### PDN straps and rails

The bar under the picture is 20 um long. Pins as bars on the die edge.
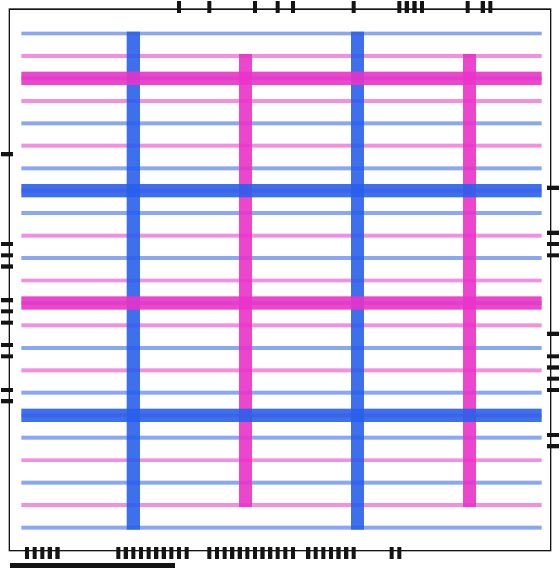
### Cell classes on the final placement

The bar under the picture is 20 um long.
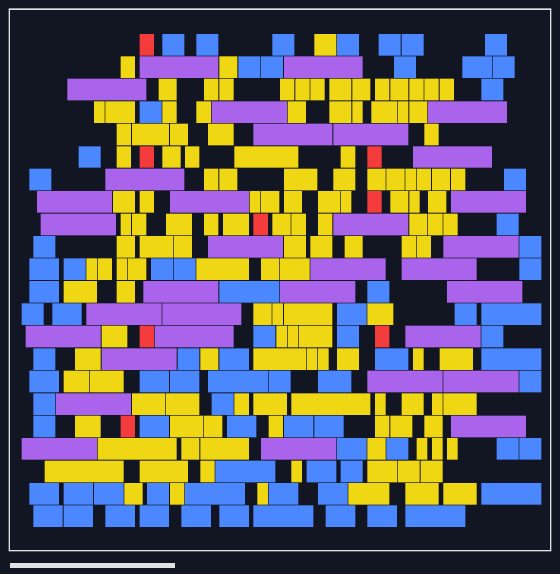
### Routed clock nets over the placement

The bar under the picture is 20 um long.
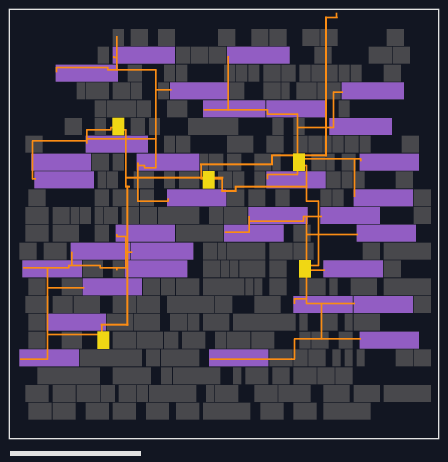
`config.mk`:
```
export PLATFORM = sky130hd
export DESIGN_NAME = nv_nvdla_mcif_write_eg_gen
export DESIGN_NICKNAME = d
export VERILOG_FILES = /design/src/rtl/nv_nvdla_mcif_eg_pkg.sv /design/src/rtl/nv_nvdla_mcif_eg_errlog.sv /design/src/rtl/nv_nvdla_mcif_write_eg_gen.sv
export SDC_FILE = /design/constraint.sdc
export NUM_CORES = 1
export LEC_CHECK = 0
export ABC_CLOCK_PERIOD_IN_PS = 2490
export CAP_MARGIN = 20
export CORE_UTILIZATION = 45
export CTS_BUF_LIST = sky130_fd_sc_hd__clkbuf_2
export DETAILED_ROUTE_END_ITERATION = 8
export PLACE_DENSITY = 0.82
export SYNTH_ARGS = -nofsm -noshare
export SYNTH_HDL_FRONTEND = slang
export SYNTH_SLANG_ARGS = --single-unit
```
`constraint.sdc`:
```
create_clock -name nvdla_core_clk -period 2.49 [get_ports nvdla_core_clk]
set_clock_uncertainty 0.1 [all_clocks]
set_input_delay 0.249 -clock nvdla_core_clk [delete_from_list [all_inputs] [get_ports nvdla_core_clk]]
set_output_delay 0.249 -clock nvdla_core_clk [all_outputs]
set_load 0.1 [all_outputs]
```
`src/rtl/nv_nvdla_mcif_eg_pkg.sv`:
```
// Shared definitions for the MCIF write egress: AXI response codes,
// CQ payload layout and a helper that slices one client's CQ head.
package nv_nvdla_mcif_eg_pkg;

  typedef enum logic [1:0] {
    AXI_RESP_OKAY   = 2'd0,
    AXI_RESP_EXOKAY = 2'd1,
    AXI_RESP_SLVERR = 2'd2,
    AXI_RESP_DECERR = 2'd3
  } axi_resp_e;

  localparam int REQ_ACK_BIT = 0;
  localparam int LEN_LSB     = 1;

  // Widest CQ head vector any instance may present (8 clients, len up to 8 bits).
  localparam int MAX_CLIENTS = 8;
  localparam int MAX_SLICE_W = 9;
  localparam int MAX_PD_W    = MAX_CLIENTS * MAX_SLICE_W;

  function automatic logic [MAX_SLICE_W-1:0] cq_slice(input logic [MAX_PD_W-1:0] pd,
                                                      input int slice_w,
                                                      input int idx);
    logic [MAX_PD_W-1:0]    sh;
    logic [MAX_SLICE_W-1:0] mask;
    sh   = pd >> (idx * slice_w);
    mask = (MAX_SLICE_W'(1) << slice_w) - MAX_SLICE_W'(1);
    return sh[MAX_SLICE_W-1:0] & mask;
  endfunction

  function automatic logic [MAX_SLICE_W-1:0] cq_len(input logic [MAX_PD_W-1:0] pd,
                                                    input int slice_w,
                                                    input int idx);
    return cq_slice(pd, slice_w, idx) >> LEN_LSB;
  endfunction

  function automatic logic cq_ack(input logic [MAX_PD_W-1:0] pd,
                                  input int slice_w,
                                  input int idx);
    logic [MAX_SLICE_W-1:0] s;
    s = cq_slice(pd, slice_w, idx);
    return s[REQ_ACK_BIT];
  endfunction

endpackage

```
`src/rtl/nv_nvdla_mcif_eg_errlog.sv`:
```
// Error log: sticky first-error capture plus a saturating error counter.
// A clear arriving together with an error is overridden by that error.
module nv_nvdla_mcif_eg_errlog
  import nv_nvdla_mcif_eg_pkg::*;
#(
  parameter int CID_W     = 3,
  parameter int ERR_CNT_W = 16
) (
  input  logic                 nvdla_core_clk,
  input  logic                 nvdla_core_rstn,
  input  logic                 err_evt,
  input  logic [CID_W-1:0]     cid,
  input  logic [1:0]           resp,
  input  logic                 err_clr,
  output logic                 err_vld,
  output logic [CID_W-1:0]     err_client,
  output logic [1:0]           err_resp,
  output logic [ERR_CNT_W-1:0] err_cnt
);

  localparam logic [ERR_CNT_W-1:0] CNT_MAX = '1;

  always_ff @(posedge nvdla_core_clk or negedge nvdla_core_rstn) begin
    if (!nvdla_core_rstn) begin
      err_vld    <= 1'b0;
      err_client <= '0;
      err_resp   <= AXI_RESP_OKAY;
      err_cnt    <= '0;
    end else if (err_evt) begin
      if (err_clr || !err_vld) begin
        err_vld    <= 1'b1;
        err_client <= cid;
        err_resp   <= resp;
      end
      if (err_clr)
        err_cnt <= ERR_CNT_W'(1);
      else if (err_cnt != CNT_MAX)
        err_cnt <= err_cnt + ERR_CNT_W'(1);
    end else if (err_clr) begin
      err_vld    <= 1'b0;
      err_client <= '0;
      err_resp   <= AXI_RESP_OKAY;
      err_cnt    <= '0;
    end
  end

endmodule

```
`src/rtl/nv_nvdla_mcif_write_eg_gen.sv`:
```
// MCIF write-response egress: holds one B response, pops the owning client's
// CQ, pulses write-complete and returns the burst length to ingress.
module nv_nvdla_mcif_write_eg_gen
  import nv_nvdla_mcif_eg_pkg::*;
#(
  parameter int NUM_CLIENTS = 5,
  parameter int AXI_ID_W    = 8,
  parameter int CID_W       = 3,
  parameter int LEN_W       = 2,
  parameter int ERR_CNT_W   = 16
) (
  input  logic                             nvdla_core_clk,
  input  logic                             nvdla_core_rstn,
  input  logic                             noc2mcif_axi_b_bvalid,
  output logic                             noc2mcif_axi_b_bready,
  input  logic [AXI_ID_W-1:0]              noc2mcif_axi_b_bid,
  input  logic [1:0]                       noc2mcif_axi_b_bresp,
  input  logic [NUM_CLIENTS-1:0]           cq_rd_pvld,
  output logic [NUM_CLIENTS-1:0]           cq_rd_prdy,
  input  logic [NUM_CLIENTS*(LEN_W+1)-1:0] cq_rd_pd,
  output logic [NUM_CLIENTS-1:0]           wr_rsp_complete,
  output logic                             eg2ig_axi_vld,
  output logic [LEN_W-1:0]                 eg2ig_axi_len,
  input  logic                             err_clr,
  output logic                             err_vld,
  output logic [CID_W-1:0]                 err_client,
  output logic [1:0]                       err_resp,
  output logic [ERR_CNT_W-1:0]             err_cnt,
  output logic                             bad_id
);

  localparam int              SLICE_W = LEN_W + 1;
  localparam logic [CID_W:0]  NUM_C   = (CID_W+1)'(NUM_CLIENTS);

  logic                 hold_vld;
  logic [CID_W-1:0]     hold_cid;
  logic [1:0]           hold_resp;
  logic                 hit;
  logic                 retire;
  logic                 pop;
  logic                 sel_pvld;
  logic                 sel_ack;
  logic [LEN_W-1:0]     sel_len;
  logic [MAX_PD_W-1:0]  pd_ext;
  logic                 unused_bid_hi;

  assign unused_bid_hi = ^noc2mcif_axi_b_bid;
  assign pd_ext        = MAX_PD_W'(cq_rd_pd);
  assign hit           = {1'b0, hold_cid} < NUM_C;

  // Mux the held client's CQ head; out-of-range IDs select nothing.
  always_comb begin
    sel_pvld = 1'b0;
    sel_ack  = 1'b0;
    sel_len  = '0;
    for (int i = 0; i < NUM_CLIENTS; i++) begin
      if (hold_cid == CID_W'(i)) begin
        sel_pvld = cq_rd_pvld[i];
        sel_ack  = cq_ack(pd_ext, SLICE_W, i);
        sel_len  = LEN_W'(cq_len(pd_ext, SLICE_W, i));
      end
    end
  end

  assign pop                   = hold_vld & hit & sel_pvld;
  assign retire                = hold_vld & (~hit | sel_pvld);
  assign noc2mcif_axi_b_bready = ~hold_vld | retire;
  assign eg2ig_axi_vld         = pop;
  assign eg2ig_axi_len         = pop ? sel_len : '0;

  always_comb begin
    cq_rd_prdy = '0;
    for (int i = 0; i < NUM_CLIENTS; i++)
      cq_rd_prdy[i] = pop & (hold_cid == CID_W'(i));
  end

  always_ff @(posedge nvdla_core_clk or negedge nvdla_core_rstn) begin
    if (!nvdla_core_rstn) begin
      hold_vld        <= 1'b0;
      hold_cid        <= '0;
      hold_resp       <= AXI_RESP_OKAY;
      wr_rsp_complete <= '0;
      bad_id          <= 1'b0;
    end else begin
      if (noc2mcif_axi_b_bready) begin
        hold_vld <= noc2mcif_axi_b_bvalid;
        if (noc2mcif_axi_b_bvalid) begin
          hold_cid  <= noc2mcif_axi_b_bid[CID_W-1:0];
          hold_resp <= noc2mcif_axi_b_bresp;
        end
      end
      wr_rsp_complete <= (pop & sel_ack) ? cq_rd_prdy : '0;
      if (hold_vld & ~hit)
        bad_id <= 1'b1;
    end
  end

  nv_nvdla_mcif_eg_errlog #(
    .CID_W     (CID_W),
    .ERR_CNT_W (ERR_CNT_W)
  ) u_errlog (
    .nvdla_core_clk  (nvdla_core_clk),
    .nvdla_core_rstn (nvdla_core_rstn),
    .err_evt         (pop & hold_resp[1]),
    .cid             (hold_cid),
    .resp            (hold_resp),
    .err_clr         (err_clr),
    .err_vld         (err_vld),
    .err_client      (err_client),
    .err_resp        (err_resp),
    .err_cnt         (err_cnt)
  );

endmodule

```
==> out/qor_table.md <==
| Parameter | Value |
|:---|:---|
| Min-delay worst type | in -> async |
| Reg2Reg Depth | 7 |
| Port buffer count | 65 |
| Yosys Instances | 179 |
| Post-synth mux share | 8.23% |
| Achievable clock frequency | 395 MHz |
| Synth Area in Adders | 0.692% |
| Number of synthesis warnings | 0 |
| Global-route wire length before repair | 7330 um |
| Hold Vio Cnt, Final | 0 |
| CTS tree | done |
| Number of clock sinks seen by CTS | 33 |
| Aggregate negative setup slack | -0.117 ns |
| Largest fanout on the critical path | 5 |
| Synth-to-Final Area Change | 51.9% |
| Global router's overall resource usage | 22.7% |
| Floorplan Utilization | 48.0% |
| Cell at the slowest stage of the critical path | or4bb_1 |
| Critical setup path kind | reg -> out |
| Yosys simple share | 26.6% |
| Cells traversed along the worst timing path | or4bb_1, o221ai_4, o21a_1, nand3_4, a21oi_4, buf_12 |
| Number of setup violations in the final report | 3 |
| Largest net degree at the start of global routing | 34 |
| Sum of buffers and inverters on the critical path | 1 |
| Total Die Area | 4280 um2 |
| Clock-pin slew of the registers on the worst-case setup and hold paths | 0.17 ns |
| Final setup slack of the worst path | -0.0436 ns |
| Net count after synthesis | 214 |
| Post-synth seq share | 45.6% |
| Number of DRC markers after the initial detailed-route iteration | 109 |
| Synth async-reset ratio | 100% |
| Chip area line of the yosys report | 1810 um2 |
| CP Data Arrival Time | 2.18 ns |
| DP Wirelength | 3120 um |
| Detailed-route vias per instance | 5.52 |
| Antenna violations before repair | 0 |
| Xor-xnor portion of the synthesized cell area | 0.484% |
| Final Net Count | 293 |
| Avg WL per Cell | 14.6 um |
| Final cycle utilization of the critical path | 102% |
| Most instantiated logic cells after routing | buf_4 (41), clkdlybuf4s50_1 (28), dfrtp_1 (23) |
| Rel. slew slack | 67.5% |
| Leak | 1.16 nW |
| Top non-seq family | simple AND/OR/NAND/NOR gates |
| Total clock buffers created by CTS | 5 |
| Vias after detailed routing | 1694 |
| AND-OR/OR-AND Cells, Area Fraction | 14.5% |
| Power density over the cells | 1090 nW/um2 |
| Hold Slack | 0.141 ns |
| Cell at the root of the clock tree | clkbuf_2 |
| Ant. Diodes | 0 |
| Worst-case clock buffer depth | 2 |
| Worst path depth | 6 |
| Largest stage delay on the critical path | 0.53 ns |
| Cell area after technology mapping | 1810 um2 |
| Setup crit start kind | register |
| Final estimated routing congestion in global placement | 0.746 |
| Top Ports | 71 |
| Total tool warning count | 34 |
| Vias in the first global route | 1615 |
| DRT antenna net count | 0 |
| Violated checks | negative setup slack |
| Fraction of final layout cells sized beyond drive strength 1 | 37.1% |
| Cell class contributing the biggest share of worst-path delay | simple AND/OR/NAND/NOR gates |
| Number of enable-type register cells in the synthesized netlist | 0 |
| Post-Synthesis Cells | 179 |
| Grt total ovfl | 0 |
| Ys flops | 33 |
| Status | finished, violations left |
| Commonest Layout Cell | buf_4 |
| Crit path time final | 2.53 ns |
| First-pass iteration count of the detailed router | 4 |
| CP endpoint kind | primary output |
| CP Data Required Time | 2.14 ns |
| Overall power after layout | 0.00299 W |
| Yosys cell types | 42 |
| Post-Route WL | 4490 um |
| CTS Hold Bufs | 0 |
| Number of max-capacitance violations reported | 0 |
| RSZ-0062 raised after global routing | yes |
| Final max-slew violation count | 0 |
| Most used DFF post-synth | dfrtp_1 |
| Area after DPL | 2610 um2 |
| CTS H-tree depth | 2 |
| Worst-margin pin slew | 0.485 ns |
| Syn avg cell area | 10.1 um2 |
| Remaining design rule violation count | 0 |
Back to the opening pictures, 'PDN straps and rails':
blue -> VSS
magenta -> VDD
met4 straps = 4
met5 straps = 4
die span in x: 65.4 um
worst voltage drop across the vdd grid: 0.947 mV
overall die height: 65.4 um

Back to the opening pictures, 'Cell classes on the final placement':
yellow -> all other logic  # cells 138, share of their area 38%
purple -> flip-flops  # cells 33, share of their area 31%
blue -> other buffers and delay cells  # cells 80, share of their area 29%
red -> clock drivers and dummy loads  # cells 8, share of their area 1.5%
area of the core: 3770 um2
Final Instance Area: 2750 um2
number of core rows: 22

Back to the opening pictures, 'Routed clock nets over the placement':
yellow -> cells driving clock nets  # count 5
orange -> clock wires  # length 431 um
purple -> flip-flops  # count 33
routed clock nets = 6
clock latency on the worst-skew pair: 0.38 ns
clock network fraction of total power: 8.7%
power in the clock group: 0.000261 W

state kept, by name (all words and copies together) (netlist names):
register / flops
u_errlog.err_resp: 2
bad_id: 1
u_errlog.err_client: 3
hold_cid: 3
u_errlog.err_cnt: 16
hold_resp: 2
hold_vld: 1
wr_rsp_complete: 5
worst reg2reg max path: cells and delay by family, from the launching register on:
family / cells / cell delay (ns)
flops: 1 / 0.47
buf+inv: 2 / 0.29
compound gates: 2 / 0.25
simple gates: 3 / 1.13
through the flow:
step | cells | worst slack, ns | utilization (%)
2_1_floorplan | 179 | -0.223 | -
3_3_place_gp | 293 | 0.0359 | 69.2
3_5_place_dp | 293 | 0.0224 | 69.2
4_1_cts | 305 | -0.0340 | 72.3
5_1_grt | 307 | -0.123 | 72.9
6_report | 307 | -0.0436 | 72.9
layer usage:
layer	part of all wire (%)	vias to the layer above	global-route usage, %
li1	-	821	-
met5	0	-	0
met3	3.6	8	3.82
met2	52	47	38.9
met4	1.6	0	9.51
met1	43	818	28.1
what timing repair did:
| action | 4_1_cts | 5_1_grt |
|---|---|---|
| endpoints found under the setup margin | 9 | 9 |
| setup buffers | 4 | 2 |
| hold endpoints to repair | 0 | 0 |
| resized | 11 | 2 |
| pin swaps | 2 | 2 |
layout make-up:
| cell class | instances | area [um2] |
|---|---|---|
| fillers | 273 | 1020 |
| multi-input cells | 132 | 996 |
| flip-flops and latches | 33 | 838 |
| repair buffers | 80 | 791 |
| well taps | 48 | 60.1 |
| clock buffers | 8 | 40.0 |
| inverters | 6 | 22.5 |
report_power, final:
group / switching (W) / internal, W
registers: 0.000103 / 0.000633
clock network: 0.000178 / 0.0000829
logic: 0.00128 / 0.000714
total: 0.00156 / 0.00143
path summary, 6_finish.rpt:
kind | from | to | slack (ns)
max | hold_cid[0] | eg2ig_axi_len[0] | -0.04
max in group asynchronous | nvdla_core_rstn | hold_cid[0] | 1.80
min reg2reg | bad_id | bad_id | 0.40
min in group nvdla_core_clk | cq_rd_pd[12] | wr_rsp_complete[4] | 0.28
max reg2reg | hold_cid[0] | u_errlog.err_cnt[8] | 0.21
min | nvdla_core_rstn | u_errlog.err_cnt[5] | 0.14
synth_stat cells (all sizes together) (2+ instances only):
| master | n | share of area [%] |
|---|---|---|
| and3 | 3 | 1.0 |
| mux4 | 2 | 2.9 |
| nand4 | 6 | 2.9 |
| nand2b | 7 | 2.4 |
| and2 | 2 | 0.69 |
| a21oi | 17 | 5.3 |
| or3 | 9 | 3.1 |
| mux2i | 4 | 2.2 |
| buf | 3 | 1.7 |
| or2b | 2 | 0.83 |
| or2 | 3 | 1.0 |
| nor3 | 4 | 1.1 |
| dfrtp | 33 | 46 |
| mux2 | 5 | 3.1 |
| and4 | 2 | 0.97 |
| nand2 | 10 | 2.1 |
| o21ai | 10 | 2.8 |
| a22o | 4 | 1.9 |
| clkbuf | 5 | 1.0 |
| or4 | 4 | 1.9 |
| o31ai | 3 | 1.2 |
| nand3 | 9 | 3.2 |
| inv | 6 | 1.2 |
| nor2 | 14 | 2.9 |
Power and IR drop assume default switching activity.
